Fig. 1: metal 2
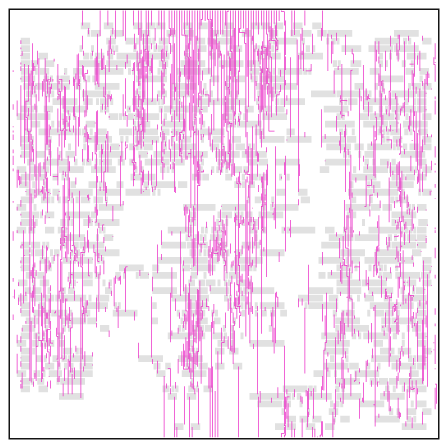
Fig. 2: signal wires on met1
Supply wires on this layer in gray.
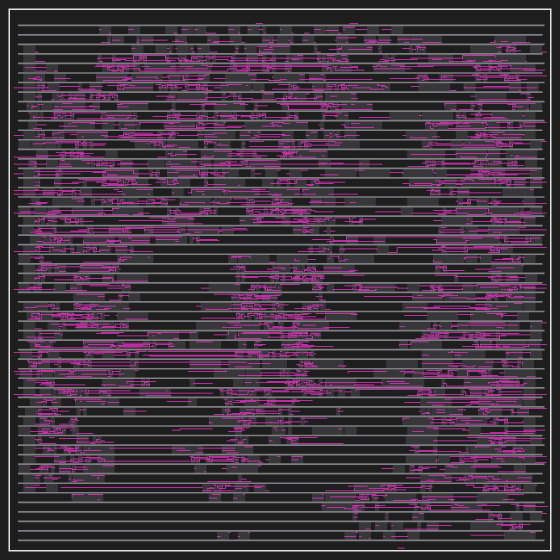
===== src/rtl/memory_arbiter_if.sv =====
// ----------------------------------------------------------------------------
// memory_arbiter_if
// Bundles everything between the arbiter, its two requesters (instruction and
// data side) and the single-ported RAM.
//
// Parameters
//   ADDR_W  address width
//   DATA_W  data word width
//
// Signals
//   iREN, iaddr               instruction read request (held until ihit)
//   dREN, dWEN, daddr, dstore data read/write request (held until dhit)
//   ihit, dhit                one-cycle completion pulses
//   iload, dload              last captured instruction / data read words
//   ramREN, ramWEN            RAM read / write strobes
//   ramaddr, ramstore         RAM address / write data
//   ramload, ramready         RAM read data and access-complete flag
//   timeout_err               one-cycle pulse on an aborted access
//
// Modports
//   master  the arbiter's view: takes requests and RAM responses, drives the
//           completion signals and the RAM strobes
//   slave   the environment's view (requesters plus RAM): the mirror image
// ----------------------------------------------------------------------------
interface memory_arbiter_if #(
    parameter int ADDR_W = 32,
    parameter int DATA_W = 32
);
    logic              iREN;
    logic [ADDR_W-1:0] iaddr;
    logic              dREN;
    logic              dWEN;
    logic [ADDR_W-1:0] daddr;
    logic [DATA_W-1:0] dstore;
    logic              ihit;
    logic              dhit;
    logic [DATA_W-1:0] iload;
    logic [DATA_W-1:0] dload;
    logic              ramREN;
    logic              ramWEN;
    logic [ADDR_W-1:0] ramaddr;
    logic [DATA_W-1:0] ramstore;
    logic [DATA_W-1:0] ramload;
    logic              ramready;
    logic              timeout_err;

    modport master (
        input  iREN, iaddr, dREN, dWEN, daddr, dstore, ramload, ramready,
        output ihit, dhit, iload, dload, ramREN, ramWEN, ramaddr, ramstore,
               timeout_err
    );

    modport slave (
        output iREN, iaddr, dREN, dWEN, daddr, dstore, ramload, ramready,
        input  ihit, dhit, iload, dload, ramREN, ramWEN, ramaddr, ramstore,
               timeout_err
    );
endinterface


===== src/rtl/memory_arbiter.sv =====
// ----------------------------------------------------------------------------
// memory_arbiter
// Shares one RAM port between an instruction requester and a data requester.
// Data requests win over instruction requests. One access is in flight at a
// time: IDLE arbitrates, DACC/IACC hold the RAM strobes until ramready, HIT
// raises the matching completion pulse for one cycle. An access that never
// sees ramready is abandoned after TIMEOUT wait cycles with a timeout_err
// pulse; an access whose requester lets go mid-flight is dropped silently.
//
// Parameters
//   ADDR_W   address width
//   DATA_W   data word width
//   TIMEOUT  wait cycles (1..255) tolerated before an access is aborted
//
// Ports
//   CLK      clock, rising edge
//   nRST     asynchronous, active-low reset
//   bus      memory_arbiter_if.master (requests, completions, RAM side)
//
// All outputs are registered: the RAM strobes are loaded on the edge that
// enters an ACC state and cleared on the edge that leaves it, so they are
// high exactly while the FSM sits in DACC or IACC.
// ----------------------------------------------------------------------------
module memory_arbiter #(
    parameter int ADDR_W  = 32,
    parameter int DATA_W  = 32,
    parameter int TIMEOUT = 255
) (
    input  logic             CLK,
    input  logic             nRST,
    memory_arbiter_if.master bus
);

    typedef enum logic [1:0] {
        IDLE = 2'd0,
        DACC = 2'd1,
        IACC = 2'd2,
        HIT  = 2'd3
    } state_t;

    // The wait counter is 8 bits wide, so only the low byte of TIMEOUT counts.
    localparam logic [7:0] WAIT_LIMIT = 8'(TIMEOUT);

    state_t     state;
    logic [7:0] waitcnt;
    logic       reqwrite;
    logic       withdrawn;

    // The requester of the access in flight dropped its request line. Only
    // meaningful in DACC/IACC.
    always_comb begin
        withdrawn = 1'b0;
        if (state == DACC) begin
            withdrawn = !(bus.dREN || bus.dWEN);
        end else if (state == IACC) begin
            withdrawn = !bus.iREN;
        end
    end

    // Single FSM process. The latched request lives in ramaddr/ramstore plus
    // reqwrite; the address and store data only need to exist while the RAM
    // is being driven, so there is no separate copy.
    always_ff @(posedge CLK or negedge nRST) begin
        if (!nRST) begin
            state           <= IDLE;
            waitcnt         <= '0;
            reqwrite        <= 1'b0;
            bus.ihit        <= 1'b0;
            bus.dhit        <= 1'b0;
            bus.iload       <= '0;
            bus.dload       <= '0;
            bus.ramREN      <= 1'b0;
            bus.ramWEN      <= 1'b0;
            bus.ramaddr     <= '0;
            bus.ramstore    <= '0;
            bus.timeout_err <= 1'b0;
        end else begin
            // Completion and error outputs are single-cycle pulses.
            bus.ihit        <= 1'b0;
            bus.dhit        <= 1'b0;
            bus.timeout_err <= 1'b0;

            case (state)
                IDLE: begin
                    if (bus.dREN || bus.dWEN) begin
                        // A combined read+write request is a write.
                        state        <= DACC;
                        waitcnt      <= '0;
                        reqwrite     <= bus.dWEN;
                        bus.ramREN   <= !bus.dWEN;
                        bus.ramWEN   <= bus.dWEN;
                        bus.ramaddr  <= bus.daddr;
                        bus.ramstore <= bus.dstore;
                    end else if (bus.iREN) begin
                        state        <= IACC;
                        waitcnt      <= '0;
                        reqwrite     <= 1'b0;
                        bus.ramREN   <= 1'b1;
                        bus.ramWEN   <= 1'b0;
                        bus.ramaddr  <= bus.iaddr;
                        bus.ramstore <= '0;
                    end
                end

                DACC, IACC: begin
                    // Withdrawal wins over everything: the requester no longer
                    // wants the result, so neither a hit nor an error is raised.
                    if (withdrawn) begin
                        state        <= IDLE;
                        bus.ramREN   <= 1'b0;
                        bus.ramWEN   <= 1'b0;
                        bus.ramaddr  <= '0;
                        bus.ramstore <= '0;
                    end else if (bus.ramready) begin
                        state        <= HIT;
                        bus.ramREN   <= 1'b0;
                        bus.ramWEN   <= 1'b0;
                        bus.ramaddr  <= '0;
                        bus.ramstore <= '0;
                        if (state == DACC) begin
                            bus.dhit <= 1'b1;
                            if (!reqwrite) begin
                                bus.dload <= bus.ramload;
                            end
                        end else begin
                            bus.ihit  <= 1'b1;
                            bus.iload <= bus.ramload;
                        end
                    end else if (waitcnt == WAIT_LIMIT - 8'd1) begin
                        // This is the TIMEOUT-th cycle without ramready.
                        state           <= IDLE;
                        waitcnt         <= '0;
                        bus.timeout_err <= 1'b1;
                        bus.ramREN      <= 1'b0;
                        bus.ramWEN      <= 1'b0;
                        bus.ramaddr     <= '0;
                        bus.ramstore    <= '0;
                    end else begin
                        waitcnt <= waitcnt + 8'd1;
                    end
                end

                HIT: begin
                    state <= IDLE;
                end

                default: begin
                    state <= IDLE;
                end
            endcase
        end
    end

endmodule


===== src/flat_wrapper.sv =====
// flat-port wrapper written by rule: the top's interface ports become plain ports
module memory_arbiter_flat 
#(
    parameter int ADDR_W  = 32,
    parameter int DATA_W  = 32,
    parameter int TIMEOUT = 255
)
  (CLK, nRST, bus_iREN, bus_iaddr, bus_dREN, bus_dWEN, bus_daddr, bus_dstore, bus_ramload, bus_ramready, bus_ihit, bus_dhit, bus_iload, bus_dload, bus_ramREN, bus_ramWEN, bus_ramaddr, bus_ramstore, bus_timeout_err);
  memory_arbiter_if #(.ADDR_W(ADDR_W), .DATA_W(DATA_W)) bus_i ();
  input  logic CLK;
  input  logic nRST;
  input wire logic [$bits(bus_i.iREN)-1:0] bus_iREN;
  input wire logic [$bits(bus_i.iaddr)-1:0] bus_iaddr;
  input wire logic [$bits(bus_i.dREN)-1:0] bus_dREN;
  input wire logic [$bits(bus_i.dWEN)-1:0] bus_dWEN;
  input wire logic [$bits(bus_i.daddr)-1:0] bus_daddr;
  input wire logic [$bits(bus_i.dstore)-1:0] bus_dstore;
  input wire logic [$bits(bus_i.ramload)-1:0] bus_ramload;
  input wire logic [$bits(bus_i.ramready)-1:0] bus_ramready;
  output wire logic [$bits(bus_i.ihit)-1:0] bus_ihit;
  output wire logic [$bits(bus_i.dhit)-1:0] bus_dhit;
  output wire logic [$bits(bus_i.iload)-1:0] bus_iload;
  output wire logic [$bits(bus_i.dload)-1:0] bus_dload;
  output wire logic [$bits(bus_i.ramREN)-1:0] bus_ramREN;
  output wire logic [$bits(bus_i.ramWEN)-1:0] bus_ramWEN;
  output wire logic [$bits(bus_i.ramaddr)-1:0] bus_ramaddr;
  output wire logic [$bits(bus_i.ramstore)-1:0] bus_ramstore;
  output wire logic [$bits(bus_i.timeout_err)-1:0] bus_timeout_err;
  assign bus_i.iREN = bus_iREN;
  assign bus_i.iaddr = bus_iaddr;
  assign bus_i.dREN = bus_dREN;
  assign bus_i.dWEN = bus_dWEN;
  assign bus_i.daddr = bus_daddr;
  assign bus_i.dstore = bus_dstore;
  assign bus_i.ramload = bus_ramload;
  assign bus_i.ramready = bus_ramready;
  assign bus_ihit = bus_i.ihit;
  assign bus_dhit = bus_i.dhit;
  assign bus_iload = bus_i.iload;
  assign bus_dload = bus_i.dload;
  assign bus_ramREN = bus_i.ramREN;
  assign bus_ramWEN = bus_i.ramWEN;
  assign bus_ramaddr = bus_i.ramaddr;
  assign bus_ramstore = bus_i.ramstore;
  assign bus_timeout_err = bus_i.timeout_err;
  memory_arbiter #(.ADDR_W(ADDR_W), .DATA_W(DATA_W), .TIMEOUT(TIMEOUT)) u_core (.CLK(CLK), .nRST(nRST), .bus(bus_i));
endmodule

===== config.mk =====
export PLATFORM = sky130hd
export DESIGN_NAME = memory_arbiter_flat
export DESIGN_NICKNAME = d
export VERILOG_FILES = /design/src/rtl/memory_arbiter_if.sv /design/src/rtl/memory_arbiter.sv /design/src/flat_wrapper.sv
export SDC_FILE = /design/constraint.sdc
export NUM_CORES = 1
export LEC_CHECK = 0
export ABC_AREA = 1
export ABC_CLOCK_PERIOD_IN_PS = 3690
export CORE_MARGIN = 2
export CORE_UTILIZATION = 30
export DETAILED_ROUTE_END_ITERATION = 10
export HOLD_SLACK_MARGIN = 0.12
export PLACE_DENSITY = 0.6
export REMOVE_ABC_BUFFERS = 1
export SETUP_SLACK_MARGIN = 0.02
export SLEW_MARGIN = 40
export SYNTH_ARGS = -nofsm -noshare
export SYNTH_HDL_FRONTEND = slang
export SYNTH_SLANG_ARGS = --single-unit

===== constraint.sdc =====
create_clock -name CLK -period 3.69 [get_ports CLK]
set_clock_uncertainty 0.1 [all_clocks]
set_input_delay 0.9225 -clock CLK [delete_from_list [all_inputs] [get_ports CLK]]
set_output_delay 0.9225 -clock CLK [all_outputs]
set_load 0.01 [all_outputs]

==> impl_results.rst <==
Run summary
-----------

.. list-table::
   :header-rows: 1

   * - Metric
     - Value
   * - Post-placement cell area
     - 0.009656 mm²
   * - Die outline width
     - 154.0 µm
   * - Met3 layer usage reported by global route
     - 0.07159
   * - Period Utilization, post-route
     - 0.6544
   * - Ports placed on the boundary
     - 267
   * - Final Instance Count excl. Fillers
     - 1,372
   * - Vias in the first global route
     - 6,195
   * - Multi-input combinational cell count
     - 554
   * - Status
     - completed
   * - Critical path fanouts, max
     - 66
   * - # resized after CTS
     - 0
   * - Worst endpoint required time
     - 3930 ps
   * - Number of cell instances after yosys synthesis
     - 833
   * - Worst setup margin
     - 1275 ps
   * - Clk root buf
     - clkbuf_16
   * - Top Usage Layer GRT
     - met2
   * - Cell with the most instances on the worst path
     - nand2_1
   * - Cells after Synth
     - 833
   * - Number of H-tree levels
     - 4
   * - Syn. warnings
     - 0
   * - Clock-pin transition on the worst setup and hold timing paths
     - 60 ps
   * - Number of filler cells placed in the layout
     - 2,159
   * - Series of cell instances along the critical path
     - clkdlybuf4s50_1, inv_2, nand2_4, nand2_1, nand2_1, nand3_2, nand3_2, buf_12, nand2_1, nand2_1
   * - Sw frac
     - 0.3700
   * - Global placement routability congestion
     - 0.8162
   * - Overall Power
     - 8.081 mW
   * - Final hold violation count
     - 0
   * - # nets final
     - 1,219
   * - Layout inverter count without the clock tree
     - 82
   * - Switching component of the power
     - 2.990 mW
   * - Worst-case setup slack after placement
     - 882.5 ps
   * - Average routed wire per standard cell
     - 14.98 µm
   * - Unique cell types
     - 27
   * - Data arrival time at the worst-slack endpoint
     - 2660 ps
   * - Num rows
     - 54
   * - Post-synthesis sequential area ratio
     - 0.5341
   * - CTS sink cnt
     - 144
   * - Pin count of the biggest net entering global routing
     - 67
   * - Quantity of hold-fixing buffers added after cts
     - 0
   * - Area growth from synthesis to final layout
     - 51.67%
   * - Area figure in the yosys stat output
     - 0.006746 mm²
   * - Number of setup violations in the final report
     - 0
   * - Most frequently placed logic cells in the final layout
     - 265 x clkdlybuf4s50_1, 246 x nand2_1, 144 x dfrtp_1, 109 x nor2_1, 78 x inv_1
-- Fig. 1 (at the start) --
share of all routed wire = 45%
nets with wire on the layer = 923
main direction = vertical
wire length on this layer = 9,270 µm
longest straight run = 59.0 µm
Final Routed Wirelength: 20.56 mm
met2 usage: 0.2723

-- Fig. 2 (at the start) --
wire length on this layer = 8,860 µm
main direction = horizontal
share of all routed wire = 43%
longest straight run = 44.2 µm
nets with wire on the layer = 1,036
vias: 6,276
global-route met1 utilization: 0.2147

[path summary, 6_finish.rpt]
| kind | startpoint | end | depth (start not counted) |
|---|---|---|---|
| setup / recovery | bus_dWEN | u_core.bus.ramstore[16]$_DFFE_PN0P_ | 10 |
| hold reg to reg | u_core.bus.ramstore[12]$_DFFE_PN0P_ | u_core.bus.ramstore[12]$_DFFE_PN0P_ | 2 |
| setup reg to reg | u_core.state[0]$_DFFE_PN0P_ | u_core.bus.iload[12]$_DFFE_PN0P_ | 8 |
| max in group asynchronous | nRST | u_core.bus.iload[6]$_DFFE_PN0P_ | 2 |
| hold / removal | u_core.bus.ramstore[12]$_DFFE_PN0P_ | u_core.bus.ramstore[12]$_DFFE_PN0P_ | 2 |
| min in group asynchronous | nRST | u_core.bus.iload[25]$_DFFE_PN0P_ | 1 |
[flip-flops by register name (all words and copies together) (netlist names)]
signal	cells
u_core.bus.ramaddr	32
u_core.bus.ramREN	1
u_core.reqwrite	1
u_core.bus.timeout_err	1
u_core.bus.ramstore	32
u_core.waitcnt	8
u_core.bus.ramWEN	1
u_core.bus.dload	32
u_core.bus.dhit	1
u_core.bus.ihit	1
u_core.bus.iload	32
u_core.state	2
[cell usage after synthesis]
library cell / n / area (µm²)
nor4_1: 1 / 6.260
buf_1: 1 / 3.750
o21ai_1: 11 / 55.05
nand3_1: 8 / 40.04
nand2_2: 3 / 18.77
nand4_1: 69 / 431.7
nor2_2: 2 / 12.51
ha_1: 6 / 75.07
buf_2: 7 / 35.03
inv_2: 3 / 11.26
nor2_4: 1 / 11.26
o21ai_0: 58 / 290.3
clkbuf_1: 38 / 142.6
buf_6: 5 / 56.30
inv_1: 79 / 296.5
nand3_2: 2 / 20.02
nor2_1: 109 / 409.1
buf_4: 2 / 15.01
or2_2: 1 / 6.260
a32o_1: 1 / 10.01
a21oi_1: 1 / 5.000
nand3b_1: 1 / 7.510
nand2_4: 1 / 11.26
xnor2_1: 1 / 8.760
nand2_1: 246 / 923.4
o21bai_1: 32 / 240.2
dfrtp_1: 144 / 3603
[power groups by stage]
stage	clock network, mW	registers [mW]	logic (mW)
after global routing	1.81	2.65	4.25
after detailed placement	0	2.58	3.88
after global placement	0	2.58	3.85
after CTS	1.74	2.57	3.88
final	1.69	2.57	3.82
after floorplan	0	2.85	1.55
[metal layers]
| metal | up-vias | routed length [µm] |
|---|---|---|
| li1 | 3146 | - |
| met4 | 0 | 432 |
| met1 | 2876 | 8855 |
| met2 | 229 | 9265 |
| met3 | 25 | 2002 |
| met5 | - | 0 |
[logic make-up (layout without fill, tap and decap cells)]
group / Yosys count / count (layout) / synth area share
other: 0 / 1 / 0
xor gates and xnor gates: 1 / 1 / 0.001298
and+or+nand+nor: 444 / 444 / 0.2813
adders and majority gates: 6 / 6 / 0.01113
buffers and inverters: 135 / 393 / 0.08308
AOI/OAI and AO/OA: 103 / 103 / 0.08902
DFF: 144 / 144 / 0.5341
[worst max-delay path, delay by kind of cell]
family / cells / cell delay [ps]
buffers and inverters: 3 / 920
AND/OR/NAND/NOR: 7 / 730
No activity file was given, so power comes from the tool's default toggle rates.
